==> src/rtl/cpu_pkg.sv <==
// Shared pipeline encodings used by the decoder, memory stage and write-back stage.
package cpu_pkg;

    localparam logic [1:0] WB_SEL_ALU  = 2'd0;
    localparam logic [1:0] WB_SEL_MEM  = 2'd1;
    localparam logic [1:0] WB_SEL_LINK = 2'd2;
    localparam logic [1:0] WB_SEL_RSVD = 2'd3;

    localparam logic [1:0] MEM_SIZE_BYTE = 2'd0;
    localparam logic [1:0] MEM_SIZE_HALF = 2'd1;
    localparam logic [1:0] MEM_SIZE_WORD = 2'd2;

    // Extends an 8-bit or 16-bit lane to the datapath width.
    function automatic logic [31:0] extend_lane(input logic [15:0] lane, input logic is_half,
                                                input logic sext);
        logic [31:0] res;
        if (is_half) begin
            res = sext ? {{16{lane[15]}}, lane} : {16'd0, lane};
        end else begin
            res = sext ? {{24{lane[7]}}, lane[7:0]} : {24'd0, lane[7:0]};
        end
        return res;
    endfunction

endpackage

==> src/rtl/wb_load_align.sv <==
// Load alignment: picks the addressed byte/half lane of a raw memory word and extends it.
module wb_load_align
    import cpu_pkg::*;
#(
    parameter int DATA_W = 32
) (
    input  logic [DATA_W-1:0] mem_data,
    input  logic [1:0]        addr,
    input  logic [1:0]        size,
    input  logic              sext,
    output logic [DATA_W-1:0] aligned
);

    logic [7:0]  byte_lane_s;
    logic [15:0] half_lane_s;

    // Lane select and extension; half loads ignore addr[0] and never trap.
    always_comb begin
        byte_lane_s = 8'd0;
        half_lane_s = 16'd0;
        aligned     = mem_data;
        case (size)
            MEM_SIZE_BYTE: begin
                byte_lane_s = mem_data[{addr, 3'b000} +: 8];
                aligned     = extend_lane({8'd0, byte_lane_s}, 1'b0, sext);
            end
            MEM_SIZE_HALF: begin
                half_lane_s = addr[1] ? mem_data[31:16] : mem_data[15:0];
                aligned     = extend_lane(half_lane_s, 1'b1, sext);
            end
            MEM_SIZE_WORD: aligned = mem_data;
            default:       aligned = mem_data;
        endcase
    end

endmodule

==> src/rtl/wb_stage.sv <==
// MEM/WB pipeline register, write-back mux, retired-instruction counter and sticky halt flag.
module wb_stage
    import cpu_pkg::*;
#(
    parameter int DATA_W      = 32,
    parameter int CNT_W       = 32,
    parameter int LINK_OFFSET = 8
) (
    input  logic              clk,
    input  logic              rst_n,
    input  logic              en,
    input  logic              stall,
    input  logic              flush,
    input  logic              in_valid,
    input  logic              in_reg_we,
    input  logic [4:0]        in_rd,
    input  logic [1:0]        in_wb_sel,
    input  logic [DATA_W-1:0] in_alu_res,
    input  logic [DATA_W-1:0] in_mem_data,
    input  logic [1:0]        in_mem_addr,
    input  logic [1:0]        in_mem_size,
    input  logic              in_mem_sext,
    input  logic [DATA_W-1:0] in_pc,
    input  logic              in_halt,
    output logic              rf_w_en,
    output logic [4:0]        rf_req_w,
    output logic [DATA_W-1:0] rf_data_w,
    output logic              fwd_valid,
    output logic [CNT_W-1:0]  retired_cnt,
    output logic              halted
);

    logic              valid_r;
    logic              reg_we_r;
    logic [4:0]        rd_r;
    logic [1:0]        wb_sel_r;
    logic [DATA_W-1:0] alu_res_r;
    logic [DATA_W-1:0] mem_data_r;
    logic [1:0]        mem_addr_r;
    logic [1:0]        mem_size_r;
    logic              mem_sext_r;
    logic [DATA_W-1:0] pc_r;
    logic [CNT_W-1:0]  cnt_r;
    logic              halted_r;

    logic              step_s;
    logic              load_s;
    logic [DATA_W-1:0] aligned_s;
    logic [DATA_W-1:0] wb_data_s;

    // A halted stage is frozen exactly like en=0; flush outranks stall.
    assign step_s = en & ~halted_r;
    assign load_s = step_s & ~flush & ~stall;

    // MEM/WB pipeline register; a flush loads a fully cleared bubble.
    always_ff @(posedge clk or negedge rst_n) begin
        if (!rst_n) begin
            valid_r    <= 1'b0;
            reg_we_r   <= 1'b0;
            rd_r       <= 5'd0;
            wb_sel_r   <= 2'd0;
            alu_res_r  <= '0;
            mem_data_r <= '0;
            mem_addr_r <= 2'd0;
            mem_size_r <= 2'd0;
            mem_sext_r <= 1'b0;
            pc_r       <= '0;
        end else if (step_s && flush) begin
            valid_r    <= 1'b0;
            reg_we_r   <= 1'b0;
            rd_r       <= 5'd0;
            wb_sel_r   <= 2'd0;
            alu_res_r  <= '0;
            mem_data_r <= '0;
            mem_addr_r <= 2'd0;
            mem_size_r <= 2'd0;
            mem_sext_r <= 1'b0;
            pc_r       <= '0;
        end else if (load_s) begin
            valid_r    <= in_valid;
            reg_we_r   <= in_reg_we;
            rd_r       <= in_rd;
            wb_sel_r   <= in_wb_sel;
            alu_res_r  <= in_alu_res;
            mem_data_r <= in_mem_data;
            mem_addr_r <= in_mem_addr;
            mem_size_r <= in_mem_size;
            mem_sext_r <= in_mem_sext;
            pc_r       <= in_pc;
        end else begin
            valid_r    <= valid_r;
        end
    end

    // Retired counter and halt flag advance only on a real, unflushed capture.
    always_ff @(posedge clk or negedge rst_n) begin
        if (!rst_n) begin
            cnt_r    <= '0;
            halted_r <= 1'b0;
        end else if (load_s && in_valid) begin
            cnt_r    <= cnt_r + {{(CNT_W-1){1'b0}}, 1'b1};
            halted_r <= halted_r | in_halt;
        end else begin
            cnt_r    <= cnt_r;
            halted_r <= halted_r;
        end
    end

    wb_load_align #(.DATA_W(DATA_W)) u_align (
        .mem_data (mem_data_r),
        .addr     (mem_addr_r),
        .size     (mem_size_r),
        .sext     (mem_sext_r),
        .aligned  (aligned_s)
    );

    // Write-back source select from the registered instruction.
    always_comb begin
        wb_data_s = '0;
        case (wb_sel_r)
            WB_SEL_ALU:  wb_data_s = alu_res_r;
            WB_SEL_MEM:  wb_data_s = aligned_s;
            WB_SEL_LINK: wb_data_s = pc_r + DATA_W'(LINK_OFFSET);
            WB_SEL_RSVD: wb_data_s = '0;
            default:     wb_data_s = '0;
        endcase
    end

    // Outputs depend only on registers, so the async reset clears them at once.
    assign rf_w_en     = valid_r & reg_we_r & (rd_r != 5'd0);
    assign fwd_valid   = rf_w_en;
    assign rf_req_w    = rd_r;
    assign rf_data_w   = wb_data_s;
    assign retired_cnt = cnt_r;
    assign halted      = halted_r;

endmodule

==> config.mk <==
export PLATFORM = sky130hd
export DESIGN_NAME = wb_stage
export DESIGN_NICKNAME = d
export VERILOG_FILES = /design/src/rtl/cpu_pkg.sv /design/src/rtl/wb_load_align.sv /design/src/rtl/wb_stage.sv
export SDC_FILE = /design/constraint.sdc
export NUM_CORES = 1
export LEC_CHECK = 0
export CORE_AREA = 4 4 148 121
export CTS_CLUSTER_DIAMETER = 80
export DETAILED_ROUTE_END_ITERATION = 7
export DIE_AREA = 0 0 152 125
export PLACE_DENSITY = 0.76
export REMOVE_ABC_BUFFERS = 1
export SLEW_MARGIN = 25
export SYNTH_ARGS = -nofsm -noshare
export SYNTH_HDL_FRONTEND = slang
export SYNTH_SLANG_ARGS = --single-unit
==> constraint.sdc <==
create_clock -name clk -period 2.4 [get_ports clk]
set_clock_uncertainty 0.05 [all_clocks]
set_input_delay 0.6 -clock clk [delete_from_list [all_inputs] [get_ports clk]]
set_output_delay 0.6 -clock clk [all_outputs]
set_load 0.02 [all_outputs]
### Signal wires on met1

The bar under the picture is 50 um long.
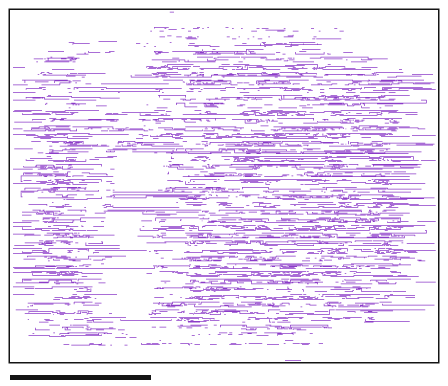
longest straight run = 50.6 um
main direction = horizontal
share of all routed wire = 43%
nets with wire on the layer = 988

### Metal 2

The bar under the picture is 50 um long.
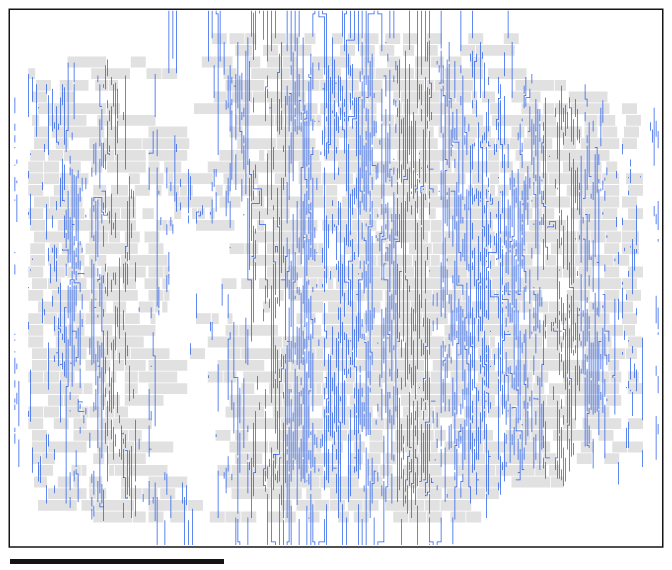
longest straight run = 40.1 um
nets with wire on the layer = 959

### Signal wires on met3

The bar under the picture is 50 um long.
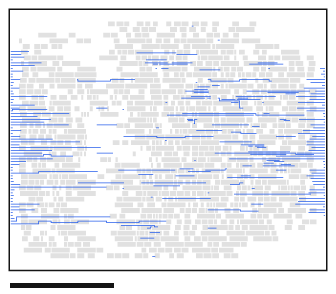
nets with wire on the layer = 180
share of all routed wire = 9.0%
main direction = horizontal

### Signal wires on met4

The bar under the picture is 50 um long.
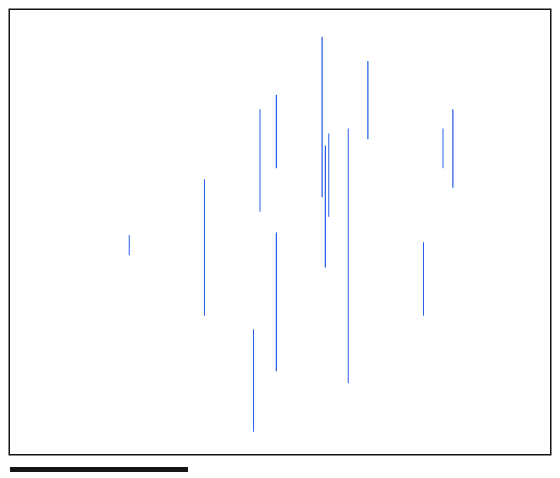
share of all routed wire = 1.7%
wire length on this layer = 408 um
main direction = vertical
nets with wire on the layer = 12

==> results.toml <==
# implementation run metrics
[clock_network]
cts_buffer_depth = 2
cts.sinks = 143
postCtsHoldBufs = 0

[status]
status = "finished with violations"
violations = "negative setup slack"

[timing]
slew_headroom = 0.678
report.final.hold_viol_count = 0
finalCriticalPeriod_ns = 3.04
finalSetupViolCount = 32
tightest_slew_ns = 0.483
layout_setup_ws_ns = -0.636

[finish]
clock_buffers = 19
flops = 143
comb_area_um2 = 3620
seq_share = 0.318
drive_gt1_frac = 0.288
num-nonclk-inverters = 19

[route]
drc = 0
drtAntennaViolNets = 0
vias = 6724

[placement]
gp_congestion = 0.858
dpl.hpwl_mm = 16.8

[global_route]
gr-usage-met3 = 0.0794
use_met1 = 0.342

[logic_synthesis]
synthMuxAreaShare = 0.0295
edf_count = 0

[power_and_ir_drop]
p_total_mw = 8.76
vdd_drop_max_uv = 589
p_int_mw = 6.00

[setup_path]
start_kind = "flip-flop"
[per-layer routing]
| layer | up-vias | wire (um) | part of all wire |
|---|---|---|---|
| met3 | 35 | 2120 | 0.089 |
| met4 | 4 | 408 | 0.017 |
| met1 | 3294 | 10300 | 0.43 |
| met2 | 295 | 10900 | 0.46 |
| li1 | 3096 | - | - |
| met5 | - | 22 | 0.00093 |
[per-stage QoR]
stage	instance area (um^2)	worst slack (ns)
2_1_floorplan	6910	-2.13
3_3_place_gp	10200	-0.671
3_5_place_dp	10200	-0.685
4_1_cts	11100	-0.613
5_1_grt	11300	-0.734
6_report	11300	-0.636
